$ cat src/rtl/fetch_redirect_stage.sv
// rtl/fetch_redirect_stage.sv - Instruction fetch with EX-stage branch/JAL/JALR redirect and one-cycle squash
module fetch_redirect_stage #(
    parameter logic [31:0] RESET_PC = 32'h0000_0000,
    parameter int          IMEM_AW  = 12
) (
    input  logic               clk,
    input  logic               rst,
    input  logic [31:0]        instr_F,
    input  logic [31:0]        alu_result_EX,
    input  logic [31:0]        rs1_data_EX,
    output logic [IMEM_AW-1:0] imem_addr,
    output logic [31:0]        instr_EX,
    output logic [31:0]        pc_EX,
    output logic [31:0]        link_EX,
    output logic               stall_EX
);

    localparam logic [31:0] NOP_INSTR  = 32'h0000_0013;
    localparam logic [6:0]  OP_BRANCH  = 7'h63;
    localparam logic [6:0]  OP_JAL     = 7'h6F;
    localparam logic [6:0]  OP_JALR    = 7'h67;

    logic [31:0] pc_f_q, pc_f_d;
    logic [31:0] pc_ex_q, pc_ex_d;
    logic [31:0] instr_ex_q, instr_ex_d;
    logic        stall_ex_q, stall_ex_d;

    logic [6:0]  opcode;
    logic [2:0]  funct3;
    logic [31:0] b_imm, j_imm, i_imm;
    logic        br_taken;
    logic        ctl_taken;
    logic [31:0] target;
    logic        redirect;

    assign opcode = instr_ex_q[6:0];
    assign funct3 = instr_ex_q[14:12];

    assign b_imm = {{20{instr_ex_q[31]}}, instr_ex_q[7], instr_ex_q[30:25], instr_ex_q[11:8], 1'b0};
    assign j_imm = {{12{instr_ex_q[31]}}, instr_ex_q[19:12], instr_ex_q[20], instr_ex_q[30:21], 1'b0};
    assign i_imm = {{20{instr_ex_q[31]}}, instr_ex_q[31:20]};

    // Branch condition from the ALU result the EX stage already computed for this branch
    always_comb begin
        br_taken = 1'b0;
        case (funct3)
            3'b000:          br_taken = (alu_result_EX == 32'd0);
            3'b001:          br_taken = (alu_result_EX != 32'd0);
            3'b100, 3'b110:  br_taken = alu_result_EX[0];
            3'b101, 3'b111:  br_taken = ~alu_result_EX[0];
            default:         br_taken = 1'b0;
        endcase
    end

    // Control-transfer decode and target selection; a bubble in EX never redirects
    always_comb begin
        ctl_taken = 1'b0;
        target    = pc_f_q + 32'd4;
        case (opcode)
            OP_BRANCH: begin
                ctl_taken = br_taken;
                target    = pc_ex_q + b_imm;
            end
            OP_JAL: begin
                ctl_taken = 1'b1;
                target    = pc_ex_q + j_imm;
            end
            OP_JALR: begin
                ctl_taken = 1'b1;
                target    = (rs1_data_EX + i_imm) & 32'hFFFF_FFFC;
            end
            default: begin
                ctl_taken = 1'b0;
            end
        endcase
        redirect = ~stall_ex_q & ctl_taken;
    end

    // Next-state for the PC and the EX slot; the wrong-path fetch becomes a bubble
    always_comb begin
        pc_f_d     = redirect ? target : (pc_f_q + 32'd4);
        pc_ex_d    = pc_f_q;
        instr_ex_d = instr_F;
        stall_ex_d = redirect;
    end

    // Pipeline registers; reset clears any pending redirect and parks EX on a bubble
    always_ff @(posedge clk or posedge rst) begin
        if (rst) begin
            pc_f_q     <= RESET_PC;
            pc_ex_q    <= 32'd0;
            instr_ex_q <= NOP_INSTR;
            stall_ex_q <= 1'b1;
        end else begin
            pc_f_q     <= pc_f_d;
            pc_ex_q    <= pc_ex_d;
            instr_ex_q <= instr_ex_d;
            stall_ex_q <= stall_ex_d;
        end
    end

    assign imem_addr = pc_f_q[IMEM_AW+1:2];
    assign instr_EX  = instr_ex_q;
    assign pc_EX     = pc_ex_q;
    assign link_EX   = pc_ex_q + 32'd4;
    assign stall_EX  = stall_ex_q;

endmodule
$ cat config.mk
export PLATFORM = sky130hd
export DESIGN_NAME = fetch_redirect_stage
export DESIGN_NICKNAME = d
export VERILOG_FILES = /design/src/rtl/fetch_redirect_stage.sv
export SDC_FILE = /design/constraint.sdc
export NUM_CORES = 1
export LEC_CHECK = 0
export CAP_MARGIN = 20
export CORE_MARGIN = 1
export CORE_UTILIZATION = 37
export DETAILED_ROUTE_END_ITERATION = 7
export PLACE_DENSITY = 0.65
export SYNTH_ARGS = -nofsm -noshare
export SYNTH_HDL_FRONTEND = slang
export SYNTH_SLANG_ARGS = --single-unit
$ cat constraint.sdc
create_clock -name clk -period 12.45 [get_ports clk]
set_clock_uncertainty 0.15 [all_clocks]
set_input_delay 1.8675 -clock clk [delete_from_list [all_inputs] [get_ports clk]]
set_output_delay 1.8675 -clock clk [all_outputs]
set_load 0.02 [all_outputs]
Figure 1. Placed cells, one colour a class.
The bar under the picture is 50 microns long.
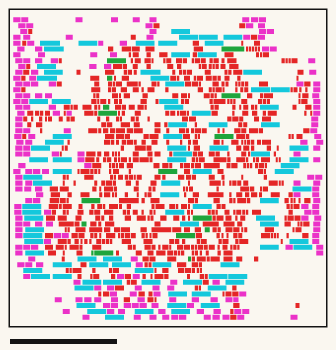
clock drivers and dummy loads -> green  # cells 16, share of their area 3.0%
flops -> cyan  # cells 97, share of their area 24%
other buffers and delay cells -> magenta  # cells 209, share of their area 21%
all other logic -> red  # cells 744, share of their area 52%

Figure 2. Drive-strength map.
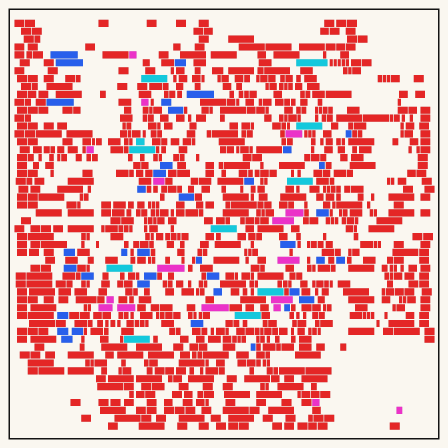
drive 3 to 4 -> magenta  # cells 17, share 1.6%
drive 1 or less -> red  # cells 1,000, share 94%, most used clkdlybuf4s50_1
drive 6 and up -> cyan  # cells 11, share 1.0%, most used clkbuf_16
drive 2 -> blue  # cells 38, share 3.6%, most used mux2_2

==> flow_summary.json <==
{
  "cts_hold_repair.buffers": 0,
  "worstPathCellList": "and4_1, and4_1, nand2_1, nor2_1, nand2_1, nor3_1, xor2_1, clkdlybuf4s50_1",
  "min_path_cells": 0,
  "path_max_fanout": 7,
  "fill_cells": 1924,
  "setup_slack_ns": 7.39,
  "openroad.warnings": 29,
  "finalSetupViolCount": 0,
  "ys_top_logic_family": "AND-OR/OR-AND gates",
  "r2r-start": "instr_EX[1]$_DFF_PP1_",
  "synthTopCellsByArea": "dfrtp_1, ha_1, xnor2_1, xor2_1, nand2_1",
  "cp_top_family": "simple AND/OR/NAND/NOR gates",
  "area_share_nonclk_buffers_pct": 20.2,
  "endpoint": "link_EX[29]",
  "critical_path.max_stage_delay_ns": 0.62,
  "synth.top_cells.by_count": "nand2_1, dfrtp_1, a21oi_1",
  "ff2ff_path_depth": 14,
  "grt_max_degree": 75,
  "cts_setup_buffers": 0,
  "synth.distinct_cells": 80,
  "rrSetupSlack_ns": 7.47,
  "vias": 7247,
  "path_buffers": 1,
  "simple_gate_area_share_pct": 19.9,
  "rows": 52,
  "top_area_cell": "dfrtp_1",
  "inverters": 20,
  "cts_resized": 0,
  "finalCriticalPeriod_ns": 5.06,
  "top_area_share_pct": 29.8,
  "status": "finished clean",
  "place.gp.congestion": 0.873,
  "nets": 1225,
  "ys_sh_mux_pct": 0.864,
  "grt_pass1_vias": 7171,
  "reg2reg_to": "pc_ex_d[23]$_DFF_PP0_",
  "ys_cells": 879,
  "drtIter0Drc": 556,
  "clkTransAtPathRegs_ns": 0.07,
  "final-seq-area_sq_um": 2430,
  "synth_area_sq_um": 7820
}
Figure 3. Port wiring.
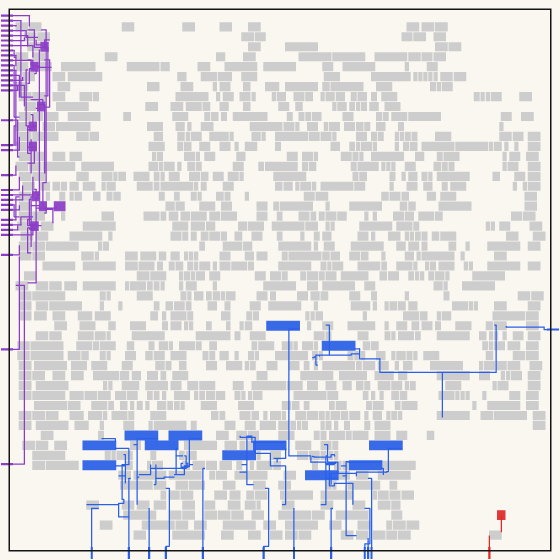
alu_result_EX -> purple  # bits 32, direction input, end cells 9, buffers 32, wire 629 microns
rst -> red  # bits 1, direction input, end cells 1, buffers 1, wire 8.00 microns
imem_addr -> blue  # bits 12, direction output, end cells 12, buffers 12, wire 662 microns

==> stage by stage <==
step	hold WS [ns]	cell area [sq um]	power (mW)	utilization [%]
5_1_grt	0.254	10300	1.89	50.4
3_3_place_gp	0.208	10000	1.47	48.9
4_1_cts	0.239	10300	1.77	50.4
3_5_place_dp	0.217	10000	1.48	48.9
2_1_floorplan	0.204	7820	1.13	-
6_report	0.235	10300	1.77	50.4
==> layer usage <==
layer / wire (microns) / vias up / track usage (%)
li1: - / 3597 / -
met1: 11100 / 3374 / 30.5
met2: 11100 / 251 / 36.5
met3: 1330 / 25 / 3.80
met4: 405 / 0 / 6.91
met5: 0 / - / 0
==> where the power goes <==
group	internal [mW]	switching (mW)	total, mW
Sequential	0.388	0.114	0.502
Combinational	0.447	0.530	0.977
Clock	0.157	0.133	0.290
Total	0.992	0.777	1.77
Power figures rest on the tool's default switching activity, not on a simulated workload.
